**Run 1: the metal 3 layer**

The bar under the picture is 10 um long.
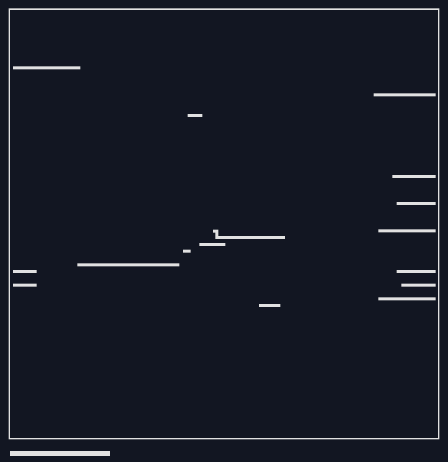
**Run 1: the metal 2 layer**

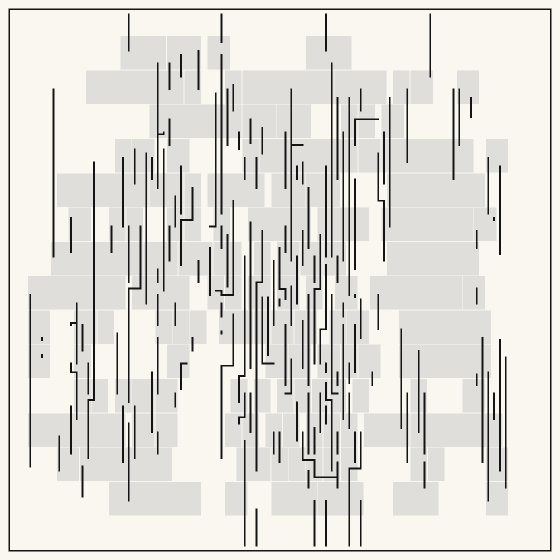
**Run 1: cell classes on the final placement**

Fill, decap, tap and diode cells in gray.
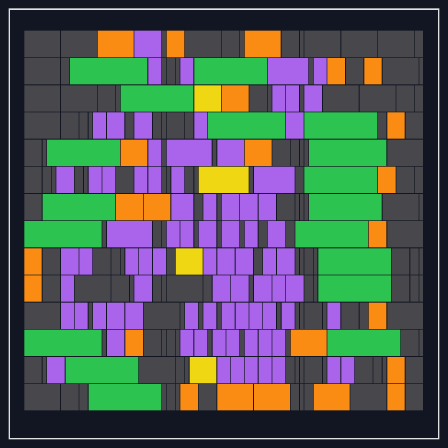
[src/rtl/regfile_pkg.sv]
// Shared types and the one-hot helper for the register-file write-select decoder.
package regfile_pkg;

  typedef enum logic [1:0] {
    IDLE  = 2'd0,
    SWEEP = 2'd1,
    DONE  = 2'd2
  } state_t;

  localparam int MAX_ADDR_W = 8;
  localparam int MAX_OUT    = 1 << MAX_ADDR_W;

  // Widest-case one-hot; callers truncate to their own output width.
  function automatic logic [MAX_OUT-1:0] onehot(input logic [MAX_ADDR_W-1:0] addr,
                                                input logic                  act_high);
    logic [MAX_OUT-1:0] vec;
    vec       = '0;
    vec[addr] = 1'b1;
    return act_high ? vec : ~vec;
  endfunction

endpackage

[src/rtl/regfile_wr_decoder_if.sv]
// Request/response bundle between register-file control logic and the write-select decoder.
interface regfile_wr_decoder_if #(
  parameter int ADDR_W = 3
);
  localparam int NUM_OUT = 1 << ADDR_W;

  logic                ENABLE;
  logic [ADDR_W-1:0]   usr_input;
  logic                sweep_start;
  logic                busy;
  logic [NUM_OUT-1:0]  Dout;
  logic [ADDR_W-1:0]   sweep_addr;
  logic                sweep_done;

  modport master (
    output ENABLE, usr_input, sweep_start,
    input  busy, Dout, sweep_addr, sweep_done
  );

  modport slave (
    input  ENABLE, usr_input, sweep_start,
    output busy, Dout, sweep_addr, sweep_done
  );

endinterface

[src/rtl/decoder_n_to_2n.sv]
// Combinational ADDR_W-to-2^ADDR_W decoder with selectable output polarity.
module decoder_n_to_2n
  import regfile_pkg::*;
#(
  parameter int ADDR_W   = 3,
  parameter bit ACT_HIGH = 1'b1
) (
  input  logic [ADDR_W-1:0]        addr,
  output logic [(1<<ADDR_W)-1:0]   dout
);
  localparam int NUM_OUT = 1 << ADDR_W;

  assign dout = NUM_OUT'(onehot(MAX_ADDR_W'(addr), ACT_HIGH));

endmodule

[src/rtl/regfile_wr_decoder.sv]
// Registered one-hot write-select decoder with a self-timed sweep for register-file init.
module regfile_wr_decoder
  import regfile_pkg::*;
#(
  parameter int ADDR_W   = 3,
  parameter bit ACT_HIGH = 1'b1
) (
  input  logic                 clk,
  input  logic                 reset,
  regfile_wr_decoder_if.slave  bus
);
  localparam int                  NUM_OUT  = 1 << ADDR_W;
  localparam logic [ADDR_W-1:0]   LAST     = ADDR_W'(NUM_OUT - 1);
  localparam logic [NUM_OUT-1:0]  INACTIVE = ACT_HIGH ? '0 : '1;

  state_t               state_r, state_nxt;
  logic [ADDR_W-1:0]    cnt_r, cnt_nxt;
  logic [ADDR_W-1:0]    addr_r, addr_nxt;
  logic [NUM_OUT-1:0]   dout_r, dout_nxt;
  logic                 busy_r;
  logic                 done_r;
  logic [NUM_OUT-1:0]   dec_usr;
  logic [NUM_OUT-1:0]   dec_cnt;

  decoder_n_to_2n #(.ADDR_W(ADDR_W), .ACT_HIGH(ACT_HIGH)) u_dec_usr (
    .addr (bus.usr_input),
    .dout (dec_usr)
  );

  decoder_n_to_2n #(.ADDR_W(ADDR_W), .ACT_HIGH(ACT_HIGH)) u_dec_cnt (
    .addr (cnt_r),
    .dout (dec_cnt)
  );

  // Next state and next output values; a sweep request pre-empts a same-cycle decode.
  always_comb begin
    state_nxt = state_r;
    cnt_nxt   = cnt_r;
    addr_nxt  = addr_r;
    dout_nxt  = INACTIVE;
    case (state_r)
      IDLE: begin
        if (bus.sweep_start) begin
          state_nxt = SWEEP;
          cnt_nxt   = '0;
        end else if (bus.ENABLE) begin
          dout_nxt = dec_usr;
        end else begin
          dout_nxt = INACTIVE;
        end
      end
      SWEEP: begin
        dout_nxt = dec_cnt;
        addr_nxt = cnt_r;
        cnt_nxt  = cnt_r + ADDR_W'(1);
        if (cnt_r == LAST) begin
          state_nxt = DONE;
        end else begin
          state_nxt = SWEEP;
        end
      end
      DONE: begin
        state_nxt = IDLE;
      end
      default: begin
        state_nxt = IDLE;
      end
    endcase
  end

  // State, counter and output registers; busy/done lag the state by one edge.
  always_ff @(posedge clk) begin
    if (reset) begin
      state_r <= IDLE;
      cnt_r   <= '0;
      addr_r  <= '0;
      dout_r  <= INACTIVE;
      busy_r  <= 1'b0;
      done_r  <= 1'b0;
    end else begin
      state_r <= state_nxt;
      cnt_r   <= cnt_nxt;
      addr_r  <= addr_nxt;
      dout_r  <= dout_nxt;
      busy_r  <= (state_r != IDLE);
      done_r  <= (state_r == DONE);
    end
  end

  assign bus.Dout       = dout_r;
  assign bus.busy       = busy_r;
  assign bus.sweep_addr = addr_r;
  assign bus.sweep_done = done_r;

endmodule

[src/flat_wrapper.sv]
// flat-port wrapper written by rule: the top's interface ports become plain ports
module regfile_wr_decoder_flat import regfile_pkg::*;
#(
  parameter int ADDR_W   = 3,
  parameter bit ACT_HIGH = 1'b1
)
  (clk, reset, bus_ENABLE, bus_usr_input, bus_sweep_start, bus_busy, bus_Dout, bus_sweep_addr, bus_sweep_done);
  regfile_wr_decoder_if #(.ADDR_W(ADDR_W)) bus_i ();
  input  logic clk;
  input  logic reset;
  input wire logic [$bits(bus_i.ENABLE)-1:0] bus_ENABLE;
  input wire logic [$bits(bus_i.usr_input)-1:0] bus_usr_input;
  input wire logic [$bits(bus_i.sweep_start)-1:0] bus_sweep_start;
  output wire logic [$bits(bus_i.busy)-1:0] bus_busy;
  output wire logic [$bits(bus_i.Dout)-1:0] bus_Dout;
  output wire logic [$bits(bus_i.sweep_addr)-1:0] bus_sweep_addr;
  output wire logic [$bits(bus_i.sweep_done)-1:0] bus_sweep_done;
  assign bus_i.ENABLE = bus_ENABLE;
  assign bus_i.usr_input = bus_usr_input;
  assign bus_i.sweep_start = bus_sweep_start;
  assign bus_busy = bus_i.busy;
  assign bus_Dout = bus_i.Dout;
  assign bus_sweep_addr = bus_i.sweep_addr;
  assign bus_sweep_done = bus_i.sweep_done;
  regfile_wr_decoder #(.ADDR_W(ADDR_W), .ACT_HIGH(ACT_HIGH)) u_core (.clk(clk), .reset(reset), .bus(bus_i));
endmodule
[config.mk]
export PLATFORM = sky130hd
export DESIGN_NAME = regfile_wr_decoder_flat
export DESIGN_NICKNAME = d
export VERILOG_FILES = /design/src/rtl/regfile_pkg.sv /design/src/rtl/regfile_wr_decoder_if.sv /design/src/rtl/decoder_n_to_2n.sv /design/src/rtl/regfile_wr_decoder.sv /design/src/flat_wrapper.sv
export SDC_FILE = /design/constraint.sdc
export NUM_CORES = 1
export LEC_CHECK = 0
export ABC_AREA = 1
export CAP_MARGIN = 0
export CORE_UTILIZATION = 45
export CTS_CLUSTER_DIAMETER = 200
export CTS_CLUSTER_SIZE = 20
export DETAILED_ROUTE_END_ITERATION = 10
export GPL_ROUTABILITY_DRIVEN = 1
export PLACE_DENSITY = 0.75
export SYNTH_ARGS = -nofsm -noshare
export SYNTH_HDL_FRONTEND = slang
export SYNTH_SLANG_ARGS = --single-unit
[constraint.sdc]
create_clock -name clk -period 1.15 [get_ports clk]
set_input_delay 0.345 -clock clk [delete_from_list [all_inputs] [get_ports clk]]
set_output_delay 0.345 -clock clk [all_outputs]
set_load 0.005 [all_outputs]
==> job_summary.md, run 1 <==
### Flow metrics

| Metric | Value |
|---|---|
| Hold depth | `1` |
| Slew margin rel. | `about 79%` |
| Cell taking the most area after synthesis | `dfxtp_1` |
| Well Taps | `16` |
| Crit-path cells | `clkdlybuf4s50_1, o21ai_0, buf_4, nand2_1, a21oi_1` |
| Initial drt markers | `23` |
| Initial antenna violation count | `0` |
| Slew at the pin closest to its max-slew limit | `0.314 ns` |
| Gate Area | `around 340 um^2` |
| Met3 usage | `between 2 and 3%` |
| Clock network power share | `about a third` |
| YS warnings | `0` |
| Crit path buf inv count | `2` |
| Hold slack | `approximately 0.46 ns` |
| WP depth | `5` |
| Crit path max fanout | `4` |
| R2R cell count | `4` |
| Register Area | `around 370 um^2` |
| Hold Violations, Final | `0` |
| Max_cap viols | `0` |
| Total GRT Usage | `17.3%` |
| Worst Setup EP | `u_core.cnt_r[2]$_SDFFE_PP0P_` |
| Max reg flops | `8` |
| Largest net degree at the start of global routing | `17` |
| Final Core Density | `between 60 and 70%` |
| Post-Synth Adder-Cell Area | `3.33%` |
| Seq area share | `38.1%` |
| Psw | `0.272 mW` |
| Reg2reg start | `u_core.state_r[0]$_SDFFE_PP0P_` |
| Grt ovf | `0` |
| Worst R2R End | `u_core.bus.Dout[3]$_SDFF_PP0_` |
| Width of the die | `42.8 um` |
| Vias/cell | `between 5 and 6` |
| P_clk | `about 0.38 mW` |
| Synth Cell Area | `approximately 750 um^2` |
| CTS tree | `done` |
| Comb area leader | `simple AND/OR/NAND/NOR gates` |
| Top cell category | `flip-flops and latches` |
| Clock network area share | `approximately 3.8%` |
| Num CTS Buffers | `3` |
| RePlAce Congestion | `0.762` |
| Setup violators final | `0` |
| Yosys cell count | `~100` |
| Pwr dens | `between 1000 and 1500 nW/um^2` |
| NumNets Final | `137` |
| Clkbuf count | `4` |
| Status | `complete, no violations` |
| Hold endpoint | `u_core.bus.sweep_done$_SDFF_PP0_` |
| Flops & latches, synth | `18` |
| GR peak layer | `met2` |
| Layout cells sized above 1 | `approximately a quarter` |
| Placed cell count | `roughly 140` |
| Most frequent cells in the layout | `27 x nand2_1, 14 x a21oi_1, 13 x nor2_1, 13 x dfxtp_1, 12 x buf_2` |
| Post-synth EDFFs | `0` |
| Pre-placement core utilization | `49.3%` |
| DP Worst Slack | `-0.239 ns` |
| Met2 wire length | `between 700 and 800 um` |
| Final WS setup | `around 0.057 ns` |
| Element type at the critical path end | `flop` |
| Fraction of area in multi-input gates | `a little over a third` |
| HPWL Detailed | `around 1.1 mm` |
| CP max-delay cell | `clkdlybuf4s50_1` |
| Internal Pwr Total | `0.894 mW` |
| Setup crit start | `bus_sweep_start` |
| Combinational power | `~0.14 mW` |
| CP Launch Type | `input pin` |
| Leakage | `about 0.43 nW` |
| Port Buffers | `19` |
| Top delay family on crit path | `buffers and inverters` |
| RSZ-0062 raised after global routing | `false` |
| Aoi share | `11.0%` |
| Final non-clock buffer share | `about 17%` |
| Yosys simple share | `30.0%` |
| Cts repair resizes | `about 54` |
| Final Cycle Share | `a little over nine tenths` |
| DR top layer | `met4` |
| Post-synth top area share | `between 40 and 50%` |
| Post-synth top flop | `dfxtp_1` |
| Post-route insts no fill | `around 140` |
| #MultiIn Comb | `approximately 71` |
| Drt first pass iters | `5` |
| Max Clock Skew | `0.00845 ns` |
| Vias in the first global route | `600` |
| Post-synthesis sequential area ratio | `around 48%` |
| MUX share of area | `0%` |
About 'the metal 3 layer':
longest straight run: 9.90 um
share of all routed wire: 4.3%
wire length on this layer: 64.5 um
nets with wire on the layer: 14
main direction: horizontal

About 'the metal 2 layer':
longest straight run: 18.9 um
share of all routed wire: 49%
nets with wire on the layer: 113
wire length on this layer: 742 um
via count: 725
DRT Wirelength: 1.51 mm
met2 global-route usage: 29.4%

About 'cell classes on the final placement':
| class | color | cells | share of their area |
|---|---|---|---|
| remaining buffers and delay cells | orange | 24 | 17% |
| remaining logic cells | purple | 81 | 40% |
| sequential cells | green | 18 | 39% |
| clock drivers and dummy loads | yellow | 4 | 3.9% |

**Run 1: port wiring**

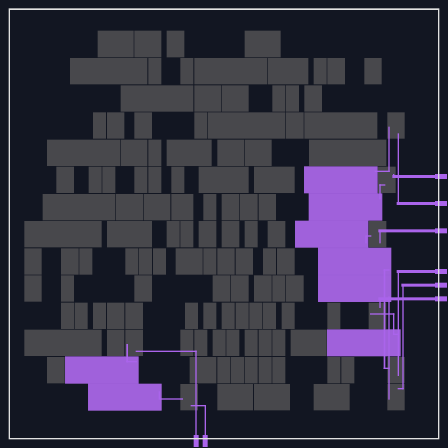

==> inputs of run 2 (changes only) <==
Settings changed: CELL_PAD_IN_SITES_DETAIL_PLACEMENT set to 0, CELL_PAD_IN_SITES_GLOBAL_PLACEMENT set to 1, CORE_UTILIZATION 45 to 32, PLACE_DENSITY 0.75 to not set, PLACE_DENSITY_LB_ADDON set to 0.1.
**Run 2: port wiring**

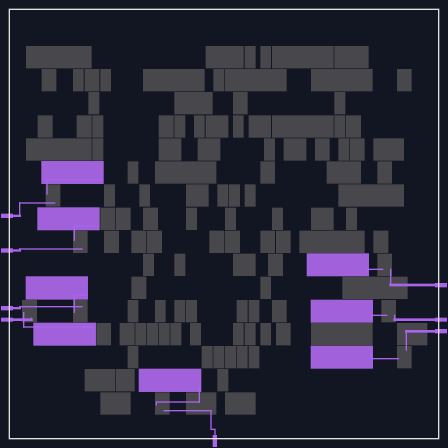
| port | color | direction | edge | end cells | buffers | wire |
|---|---|---|---|---|---|---|
| bus_Dout | purple | output | 4 west, 3 east, 1 south | 8 | 8 | 93.4 um |
Port Buffers: 19
I/O pins: 20

==> run 2 against run 1 <==
Clock power shrank 23%. Highest routed layer unchanged. Non-clock buffer count is the same. Sequential share of layout area shrank 0.87 points. Sequential power is essentially flat. Largest power group unchanged. Largest cell class unchanged. Routed wire length grew 2.3%. Power shrank 6.5%.
==> job_summary.md, run 2 <==
### Flow metrics

| Metric | Value |
|---|---|
| Clock network power share | `27.0% (was 32.6%)` |
| Leakage | `0.434 nW (about the same)` |
| Crit-path cells | `buf_2 (was clkdlybuf4s50_1, o21ai_0, buf_4, nand2_1, a21oi_1)` |
| Clock Sinks | `18 (unchanged)` |
| CP max-delay cell | `dfxtp_2 (was clkdlybuf4s50_1)` |
| CTS max path bufs | `2 (unchanged)` |
| Final ANT Viol Nets | `0 (unchanged)` |
| Post-route insts no fill | `153 (was 143)` |
| Width of the die | `50.4 um (was 42.8 um)` |
| Slew margin rel. | `83.0% (was 79.1%)` |
| Internal Pwr Total | `0.831 mW (was 0.894 mW)` |
| CTS tree | `done (unchanged)` |
| Worst R2R End | `u_core.cnt_r[2]$_SDFFE_PP0P_ (was u_core.bus.Dout[3]$_SDFF_PP0_)` |
| WL met1 | `793 um (was 674 um)` |
| Initial drt markers | `8 (was 23)` |
| Final Cycle Share | `92.8% (was 95.0%)` |
| Placed cell count | `150 (was 138)` |
| Yosys simple share | `30.0% (unchanged)` |
| Yosys cell count | `101 (unchanged)` |
| Total GRT Usage | `14.1% (was 17.3%)` |
| Arr. time, crit path | `0.72 ns (was 1.32 ns)` |
| Aoi share | `11.0% (unchanged)` |
| Crit path buf inv count | `1 (was 2)` |
| Vias in the first global route | `629 (was 600)` |
| Pre-placement core utilization | `33.9% (was 49.3%)` |
| Final WS setup | `0.0831 ns (was 0.0575 ns)` |
| First-pass GRT wire length | `2.66 mm (was 2.36 mm)` |
| Initial antenna violation count | `0 (unchanged)` |
| Most frequent cells in the layout | `26 x nand2_1, 14 x a21oi_1, 13 x nor2_1, 13 x dfxtp_1, 11 x buf_2 (was 27 x nand2_1, 14 x a21oi_1, 13 x nor2_1, 13 x dfxtp_1, 12 x buf_2)` |
| Max VDD drop | `0.000747 V (was 0.000733 V)` |
| Layout cells sized above 1 | `24.0% (was 25.2%)` |
| Post-synth EDFFs | `0 (unchanged)` |
| Clock slew at reported path FFs | `0.10 ns (was 0.09 ns)` |
| RePlAce Congestion | `0.767 (was 0.762)` |
| Post-Synth Adder-Cell Area | `3.33% (unchanged)` |
| Most numerous logic cell after layout | `nand2_1 (unchanged)` |
| CORE AREA | `2210 um^2 (was 1520 um^2)` |
| Largest net degree at the start of global routing | `19 (was 17)` |
| Crit path kind | `flop to output pin (was input pin to flop)` |
| GR peak layer | `met2 (unchanged)` |
| Final Core Density | `44.5% (was 63.1%)` |
| Met1 usage | `19.1% (was 19.9%)` |
| Cell Type Count | `16 (unchanged)` |
| Max_cap viols | `0 (unchanged)` |
| RSZ-0062 raised after global routing | `false (unchanged)` |
| Register Area | `367 um^2 (unchanged)` |
| Max reg flops | `8 (unchanged)` |
| R2R Setup Slk | `0.14 ns (was 0.08 ns)` |
| Final non-clock buffer share | `19.1% (was 16.9%)` |
| Element type at the critical path end | `output pin (was flop)` |
| Hold Violations, Final | `0 (unchanged)` |
| Clock network area share | `2.29% (was 3.77%)` |
| Reg2reg start | `u_core.cnt_r[0]$_SDFFE_PP0P_ (was u_core.state_r[0]$_SDFFE_PP0P_)` |
| Flops & latches, synth | `18 (unchanged)` |
| Worst hold start | `u_core.bus.sweep_addr[2]$_SDFFE_PP0P_ (was u_core.state_r[0]$_SDFFE_PP0P_)` |
| Fraction of area in multi-input gates | `34.1% (was 35.2%)` |
| Cts repair resizes | `52 (was 54)` |
| CP Launch Type | `flop (was input pin)` |
| H-tree depth | `1 (unchanged)` |
| Met2 wire length | `646 um (was 741 um)` |
| NumNets Final | `136 (was 137)` |
| HPWL Detailed | `1.10 mm (about the same)` |
| Post-synth top cells | `27 x nand2_1, 18 x dfxtp_1, 14 x a21oi_1 (unchanged)` |
| Repair and plain buffers | `24 (unchanged)` |
| Drt first pass iters | `4 (was 5)` |
| Via count | `694 (was 725)` |
| Comb area leader | `simple AND/OR/NAND/NOR gates (unchanged)` |
| Switching fraction of total power | `23.7% (was 23.3%)` |
| Cell taking the most area after synthesis | `dfxtp_1 (unchanged)` |
| Worst Setup EP | `bus_sweep_addr[0] (was u_core.cnt_r[2]$_SDFFE_PP0P_)` |
| Synth Cell Area | `751 um^2 (unchanged)` |
| Slew at the pin closest to its max-slew limit | `0.254 ns (was 0.314 ns)` |
| Grt ovf | `0 (unchanged)` |
| Hold slack | `0.459 ns (was 0.463 ns)` |
| P_clk | `0.294 mW (was 0.380 mW)` |
| Top cell category | `flip-flops and latches (unchanged)` |
| Rows | `17 (was 14)` |
| Seq area share | `37.2% (was 38.1%)` |
| Post-synth top area share | `48.0% (unchanged)` |
| Cell area leaders | `dfxtp_1 48%, nand2_1 14%, a21oi_1 9.3% (unchanged)` |
| Async SR Flop Fraction | `0% (unchanged)` |
| YS warnings | `0 (unchanged)` |
| Inverter count | `10 (unchanged)` |
| Setup crit start | `u_core.bus.sweep_addr[0]$_SDFFE_PP0P_ (was bus_sweep_start)` |
| Clock root buffer | `clkbuf_4 (unchanged)` |
| R2R cell count | `4 (unchanged)` |
| Clkbuf count | `3 (was 4)` |
| Vias/cell | `4.54 (was 5.07)` |
| Max Clock Skew | `0.00616 ns (was 0.00845 ns)` |
| WP depth | `1 (was 5)` |
| #MultiIn Comb | `70 (was 71)` |
| WL/cell | `10.1 um (was 10.6 um)` |
| Hold depth | `2 (was 1)` |
| Gate Area | `335 um^2 (was 339 um^2)` |
| Num CTS Buffers | `3 (unchanged)` |
| Well Taps | `28 (was 16)` |
| Cts hold-fix bufs | `0 (unchanged)` |
| DIE AREA | `2540 um^2 (was 1840 um^2)` |
| Setup violators final | `0 (unchanged)` |
| Reg power frac | `59.4% (was 55.6%)` |
| Combinational power | `0.149 mW (was 0.137 mW)` |
| DP Worst Slack | `-0.204 ns (was -0.239 ns)` |
| Post-Syn Nets | `110 (unchanged)` |
| Crit path max fanout | `2 (was 4)` |
| MUX share of area | `0% (unchanged)` |
| DR top layer | `met4 (unchanged)` |
| Power, Total | `1.09 mW (was 1.17 mW)` |
| Post-synthesis sequential area ratio | `48.0% (unchanged)` |
| Met3 usage | `3.64% (was 2.55%)` |
| Top delay family on crit path | `flip-flops (was buffers and inverters)` |
| Post-synth top flop | `dfxtp_1 (unchanged)` |
| Met2 global-route usage | `21.3% (was 29.4%)` |
| Psw | `0.259 mW (was 0.272 mW)` |
| Synthesis area per yosys | `751 um^2 (unchanged)` |
| Status | `complete, no violations (unchanged)` |
| DRT Wirelength | `1.55 mm (was 1.51 mm)` |
| Hold endpoint | `u_core.bus.sweep_addr[2]$_SDFFE_PP0P_ (was u_core.bus.sweep_done$_SDFF_PP0_)` |
| Pwr dens | `1110 nW/um^2 (was 1210 nW/um^2)` |
| Sequential cells | `18 (unchanged)` |
| Syn_area_per_cell | `7.43 um^2 (unchanged)` |
| Max-slew violation count | `0 (unchanged)` |
Power and IR drop assume default switching activity.
